final_congestion.png
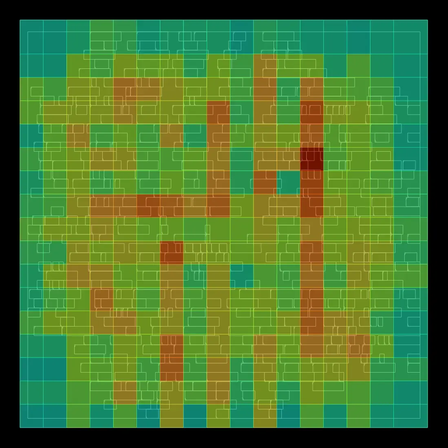
cell_classes.png
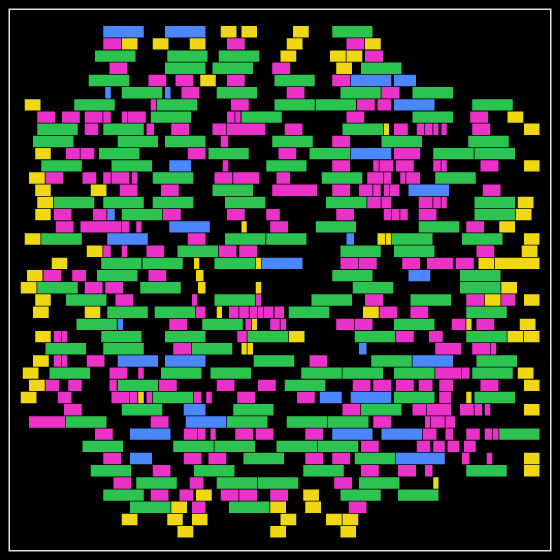
### config.mk
export PLATFORM = sky130hd
export DESIGN_NAME = gray2bin_pipe
export DESIGN_NICKNAME = d
export VERILOG_FILES = /design/src/rtl/gray_pkg.sv /design/src/rtl/gray2bin_stage.sv /design/src/rtl/gray2bin_pipe.sv
export SDC_FILE = /design/constraint.sdc
export NUM_CORES = 1
export LEC_CHECK = 0
export CORE_MARGIN = 2
export CORE_UTILIZATION = 40
export CTS_CLUSTER_SIZE = 8
export DETAILED_ROUTE_END_ITERATION = 10
export GPL_TIMING_DRIVEN = 0
export PLACE_DENSITY = 0.59
export SETUP_SLACK_MARGIN = 0.5
export SYNTH_ARGS = -nofsm -noshare
export SYNTH_HDL_FRONTEND = slang
export SYNTH_SLANG_ARGS = --single-unit
export TNS_END_PERCENT = 10
### constraint.sdc
create_clock -name clk -period 9 [get_ports clk]
set_input_delay 1.35 -clock clk [delete_from_list [all_inputs] [get_ports clk]]
set_output_delay 1.35 -clock clk [all_outputs]
set_load 0.05 [all_outputs]
### src/rtl/gray_pkg.sv
// -----------------------------------------------------------------------------
// gray_pkg
// Shared Gray-code helpers for the binary-to-Gray encoder, the pipelined
// Gray-to-binary decoder and their benches.
//   clog2        - constant ceil(log2(value))
//   chunk_size   - bits resolved per decoder stage, ceil(width/stages)
//   popcount     - number of set bits, used by the optional step check
//   binary2gray  - reference encoder
//   gray2binary  - reference decoder
// Word-level helpers operate on word_t (MAX_WIDTH bits). Narrower words are
// zero-extended, which leaves both codes unchanged.
// -----------------------------------------------------------------------------
package gray_pkg;

   localparam int MAX_WIDTH = 64;

   typedef logic [MAX_WIDTH-1:0] word_t;

   function automatic int clog2(input int value);
      int result;
      int rem;
      result = 0;
      rem    = value - 1;
      while (rem > 0) begin
         result = result + 1;
         rem    = rem >> 1;
      end
      return result;
   endfunction

   function automatic int chunk_size(input int data_width, input int stages);
      return (data_width + stages - 1) / stages;
   endfunction

   function automatic int popcount(input word_t value);
      int count;
      count = 0;
      for (int i = 0; i < MAX_WIDTH; i++) begin
         count = count + int'(value[i]);
      end
      return count;
   endfunction

   function automatic word_t binary2gray(input word_t value);
      return value ^ (value >> 1);
   endfunction

   function automatic word_t gray2binary(input word_t value);
      word_t result;
      result[MAX_WIDTH-1] = value[MAX_WIDTH-1];
      for (int i = MAX_WIDTH - 2; i >= 0; i--) begin
         result[i] = result[i+1] ^ value[i];
      end
      return result;
   endfunction

endpackage

### src/rtl/gray2bin_stage.sv
// -----------------------------------------------------------------------------
// gray2bin_stage
// One register stage of the Gray-to-binary pipeline. Bits above HI arrive
// already decoded, bits HI..LO are decoded here, bits below LO pass on as Gray.
// HI < LO (including a negative HI) makes this a plain register stage.
// Ports:
//   clk, rst   - clock, asynchronous active-high reset
//   data_in    - partially decoded word from the previous stage
//   valid_in   - data_in is valid
//   leave      - this stage's word is taken by the next stage / sink this cycle
//   data_out   - registered, further decoded word
//   valid_out  - data_out is valid
// -----------------------------------------------------------------------------
module gray2bin_stage
   import gray_pkg::*;
#(
   parameter int DATA_WIDTH = 32,
   parameter int HI         = 31,
   parameter int LO         = 0
) (
   input  logic                  clk,
   input  logic                  rst,
   input  logic [DATA_WIDTH-1:0] data_in,
   input  logic                  valid_in,
   input  logic                  leave,
   output logic [DATA_WIDTH-1:0] data_out,
   output logic                  valid_out
);

   logic [DATA_WIDTH-1:0] resolved;
   logic                  load;

   // The prefix XOR is seeded by bit HI+1, which is already binary (or is the
   // MSB, which is its own binary value).
   always_comb begin
      // NOTE: full default before the loop so no bit of resolved can hold a
      // previous value, which would infer a latch.
      resolved = data_in;
      for (int i = DATA_WIDTH - 2; i >= 0; i--) begin
         if (i <= HI && i >= LO) begin
            resolved[i] = resolved[i+1] ^ data_in[i];
         end
      end
   end

   // Load whenever empty or the current word is leaving, so bubbles collapse.
   assign load = !valid_out || leave;

   always_ff @(posedge clk or posedge rst) begin
      if (rst) begin
         // NOTE: sequential state uses non-blocking assignments so every stage
         // samples its neighbour's pre-edge value. The data register is reset
         // too because the last stage drives binary_out, which must read 0.
         valid_out <= 1'b0;
         data_out  <= '0;
      end else if (load) begin
         valid_out <= valid_in;
         if (valid_in) begin
            data_out <= resolved;
         end
      end
   end

endmodule

### src/rtl/gray2bin_pipe.sv
// -----------------------------------------------------------------------------
// gray2bin_pipe
// Pipelined Gray-to-binary decoder with valid/ready on both sides. The prefix
// XOR is split across STAGES register stages of ceil(DATA_WIDTH/STAGES) bits.
// Latency STAGES cycles, throughput one word per cycle.
// Parameters: DATA_WIDTH (2..64), STAGES (1..DATA_WIDTH).
// Ports:
//   clk, rst      - clock, asynchronous active-high reset
//   gray_in       - Gray-coded input word
//   gray_valid    - gray_in valid
//   gray_ready    - pipeline accepts this cycle (combinational from binary_ready)
//   binary_out    - decoded word (registered)
//   binary_valid  - binary_out valid
//   binary_ready  - sink accepts binary_out
// Optional build macro GRAY2BIN_STEP_CHECK_EN adds:
//   err_clr       - clears step_err
//   step_err      - sticky flag: two consecutive accepted words differ in more
//                   than one bit (first word after reset is not checked)
// -----------------------------------------------------------------------------
module gray2bin_pipe
   import gray_pkg::*;
#(
   parameter int DATA_WIDTH = 32,
   parameter int STAGES     = 4
) (
   input  logic                  clk,
   input  logic                  rst,
   input  logic [DATA_WIDTH-1:0] gray_in,
   input  logic                  gray_valid,
   output logic                  gray_ready,
   output logic [DATA_WIDTH-1:0] binary_out,
   output logic                  binary_valid,
   input  logic                  binary_ready
`ifdef GRAY2BIN_STEP_CHECK_EN
   ,
   input  logic                  err_clr,
   output logic                  step_err
`endif
);

   localparam int CHUNK = chunk_size(DATA_WIDTH, STAGES);

   // Element/bit k is the input of stage k; element/bit STAGES is the output.
   logic [DATA_WIDTH-1:0] stage_data [0:STAGES];
   logic [STAGES:0]       valid_chain;
   logic [STAGES-1:0]     stage_leave;
   logic                  take;

   assign stage_data[0]  = gray_in;
   assign valid_chain[0] = gray_valid;

   // Ready ripples back from the sink: a stage's word leaves when the next
   // stage is empty or is itself emptying.
   always_comb begin
      take        = binary_ready;
      stage_leave = '0;
      for (int k = STAGES - 1; k >= 0; k--) begin
         stage_leave[k] = take;
         take           = !valid_chain[k+1] || take;
      end
   end

   assign gray_ready = take;

   for (genvar k = 0; k < STAGES; k++) begin : g_stage
      localparam int HI     = DATA_WIDTH - 1 - k * CHUNK;
      localparam int LO_RAW = DATA_WIDTH - (k + 1) * CHUNK;
      localparam int LO     = (LO_RAW > 0) ? LO_RAW : 0;

      gray2bin_stage #(
         .DATA_WIDTH (DATA_WIDTH),
         .HI         (HI),
         .LO         (LO)
      ) u_stage (
         .clk       (clk),
         .rst       (rst),
         .data_in   (stage_data[k]),
         .valid_in  (valid_chain[k]),
         .leave     (stage_leave[k]),
         .data_out  (stage_data[k+1]),
         .valid_out (valid_chain[k+1])
      );
   end

   assign binary_out   = stage_data[STAGES];
   assign binary_valid = valid_chain[STAGES];

`ifdef GRAY2BIN_STEP_CHECK_EN
   logic [DATA_WIDTH-1:0] prev_gray;
   logic                  have_prev;
   logic                  step_set;
   word_t                 step_diff;

   // Watches accepted inputs only; the decode path is untouched.
   always_comb begin
      step_diff                 = '0;
      step_diff[DATA_WIDTH-1:0] = gray_in ^ prev_gray;
      step_set = gray_valid && gray_ready && have_prev && (popcount(step_diff) > 1);
   end

   always_ff @(posedge clk or posedge rst) begin
      if (rst) begin
         prev_gray <= '0;
         have_prev <= 1'b0;
         step_err  <= 1'b0;
      end else begin
         if (gray_valid && gray_ready) begin
            prev_gray <= gray_in;
            have_prev <= 1'b1;
         end
         // A new violation wins over a simultaneous clear.
         if (step_set) begin
            step_err <= 1'b1;
         end else if (err_clr) begin
            step_err <= 1'b0;
         end
      end
   end
`endif

endmodule

==> changes_impl.md <==
### Implementation results

* Row cnt at between 40 and 50
* Vias/cell at 4.768
* Vias at ~3100
* HPWL after DPL at 6.320 mm
* Final-stage net count at 499
* Global-route wire length before repair at 15.99 mm
* CTS Hold Bufs at 0
* Cell Type Count at 31
* Pwr/cell area at 386.6 nW/um^2
* Post-CTS setup buffer count at 0
* Initial Utilization at 40.96%
* Top area cell types: dfrtp_1 (61%), mux2_2 (22%), xnor2_1 (3.1%)
* Cts repair resizes at 0
* Synth area leader: dfrtp_1
* Register share after synthesis at 60.90%
* Inst Count DP at 620
* Post-synth EDFFs at 0
* Io pins at 70
* Synth warnings at 0
* Mapped cell area at 5424 sq um
* Top cell area share at between 60% and 70%
* Max-cap check violation count at 0
* Log Warnings at 26
* FFs w/ async S/R, synth at 100.0%
* Kind of critical path: input port to output port
* Min Tclk post-route at roughly 4.3 ns
* LEAKAGE at 0.002941 uW
* Reg2Reg Setup Slack at 6.84 ns
* Total track usage at 14.41%
* CP required at between 7 and 8 ns
* Placer Congestion at 0.7391
* Worst Skew at 0.004461 ns
* Ys flop type: dfrtp_1
* YS chip area at approximately 5400 sq um
* Ys cells at roughly 370
* Initial DRT Pass Iterations at 4
* Crit Path Max Fanout at 3
* Pin count of the biggest net entering global routing at 76
* Hold slack final at 0.4723 ns
* Total grt overflow at 0
* Final setup fails at 0
* Routed Antenna Nets at 0
* Outcome: complete, no violations
* Critical Path AT at 2.93 ns
* Worst slew pin tran at 0.6861 ns
* Synth Area per Inst at between 10 and 15 sq um
* Vertical die dimension at 120.4 microns
* Filler cell count at approximately 1200
* Final setup TNS at 0 ns
* CTS root buf: clkbuf_16
* Count leader, synth: dfrtp_1
* Unrepaired setup endpoints after global routing: false
* Cell Area, Placed at 6367 sq um
* Syn Inst Count at 374
* # DRC at 0
* Area Overhead vs Synth at 27.80%
* Die ar. at 14510 sq um
* Worst-Skew Late Latency at 0.41 ns
* Final worst path period share at 47.50%
* Final Routed Wirelength at approximately 9.3 mm
* Fin. Hold Viols at 0
* Peak VDD IR at around 130 uV
* Worst Hold Class: flip-flop to flip-flop
* CTS buffer count at 17
* Die width at 120.4 microns
* Reg clk slew, reported paths at 0.05 ns
* Initial drt markers at 147
* Htree depth at 4
* Vias in the first global route at 3241
* N_diodes at 0
* Port Buffers at 69
* Non-Filler Instances at 650
* Max transition margin at 54.26%
* Initial antenna violation count at 0
* Max-slew violations at 0
* Syn Nets at between 400 and 500
* CTS tree: done
* Critical Path Sink Type: output port
* Startpoint types: input port
* Top cells by count, synth: dfrtp_1 (132), mux2_2 (107), nand2_1 (27)
* Fmax at 233.9 MHz
* Layout cells sized above 1 at 31.22%
* Synthesized flop and latch total at ~130
* Clock sink count at 132
* CTS Buffer Depth at 2
Notes on final_congestion.png above:
met2 Usage GRT: 21.82%
Most Crowded Layer GR: met2
grt met3 use: 4.528%
Wirelength per Cell: 14.25 microns
met1 GRT Util: 18.99%

Notes on cell_classes.png above:
[green] flip-flops | cells: 132
[yellow] other buffers and delay cells | cells: 87
[blue] clock drivers and dummy loads | cells: 30
[magenta] all other logic | cells: 225
fraction of area in registers: 47.65%
core area: 13240 sq um
fin util: 52.34%
Final Cell Area: 6932 sq um

worst max-delay path: stages:
cell             delay (ns)
clkdlybuf4s50_1        0.42
nor2b_1                0.19
nand4_1                0.21
clkdlybuf4s50_1        0.76
state kept, by name (all words and copies together), names as in the netlist:
name	cells
g_stage.u_stage.data_out	128
g_stage.u_stage.valid_out	4
area by class of cell:
class	instances	area, sq um	share of cell area, %
tap	176	220.2	3.177
inverter	1	8.758	0.1264
sequential	132	3303	47.65
buffer	17	67.56	0.9747
clock inverter	4	45.04	0.6498
clock buffer	26	519.2	7.491
timing repair buffer	70	718.2	10.36
multi-input combinational	224	2049	29.57
report_power, final:
part | leakage [uW] | internal [uW] | switching (uW)
clock | 0.000282 | 419 | 231
sequential | 0.00157 | 819 | 125
combinational | 0.00109 | 503 | 583
total | 0.00294 | 1740 | 939
per-layer routing:
layer,wire length [microns],track usage [%],vias to the layer above
li1,-,-,1464
met4,177,6.541,0
met2,4319,21.82,70
met5,0,0,-
met3,453,4.528,15
met1,4314,18.99,1550
layout by cell type, fill, tap and decap left out, drive strengths merged:
master,netlist,routed
or3,1,1
o21bai,1,1
inv,1,1
and3,1,1
nor3b,1,1
clkbuf,14,40
a221oi,1,1
nand2b,5,5
xnor3,1,1
nor3,2,2
clkinv,0,3
dfrtp,132,132
buf,3,4
clkdlybuf4s50,0,69
nor2b,1,1
nor2,3,3
nand2,27,27
a31oi,1,1
nand4,2,2
a21oi,2,2
xor3,2,2
xnor2,22,22
a21o,1,1
xor2,17,17
o21ai,22,22
nand3,3,3
mux2,107,107
o211a,1,1
bufinv,0,1
path summary, 6_finish.rpt:
kind | from | to | cells after the start
max in group asynchronous | rst | g_stage[1].u_stage.data_out[20] | 3
hold / removal | g_stage[1].u_stage.data_out[22] | g_stage[1].u_stage.data_out[22] | 2
setup reg to reg | g_stage[3].u_stage.valid_out | g_stage[2].u_stage.data_out[5] | 6
setup / recovery | binary_ready | gray_ready | 4
hold reg to reg | g_stage[1].u_stage.data_out[22] | g_stage[1].u_stage.data_out[22] | 2
min in group asynchronous | rst | g_stage[3].u_stage.data_out[8] | 2
per-stage QoR:
step	worst slack [ns]	power [uW]
after CTS	4.702	2717
after global placement	2.364	2023
after floorplan	4.124	1770
after detailed placement	4.727	2055
final	4.725	2680
after global routing	4.607	2849
cell families (layout without fill, tap and decap cells):
family                    count (synthesis)  after routing  synth area share (%)
DFF                                     132            132                 60.90
muxes                                   107            107                 22.21
and+or+nand+nor                          46             46                 3.853
xor gates and xnor gates                 42             42                 8.651
AOI/OAI and AO/OA                        29             29                 3.068
buffers and inverters                    18            118                 1.315
Power and IR drop assume default switching activity.
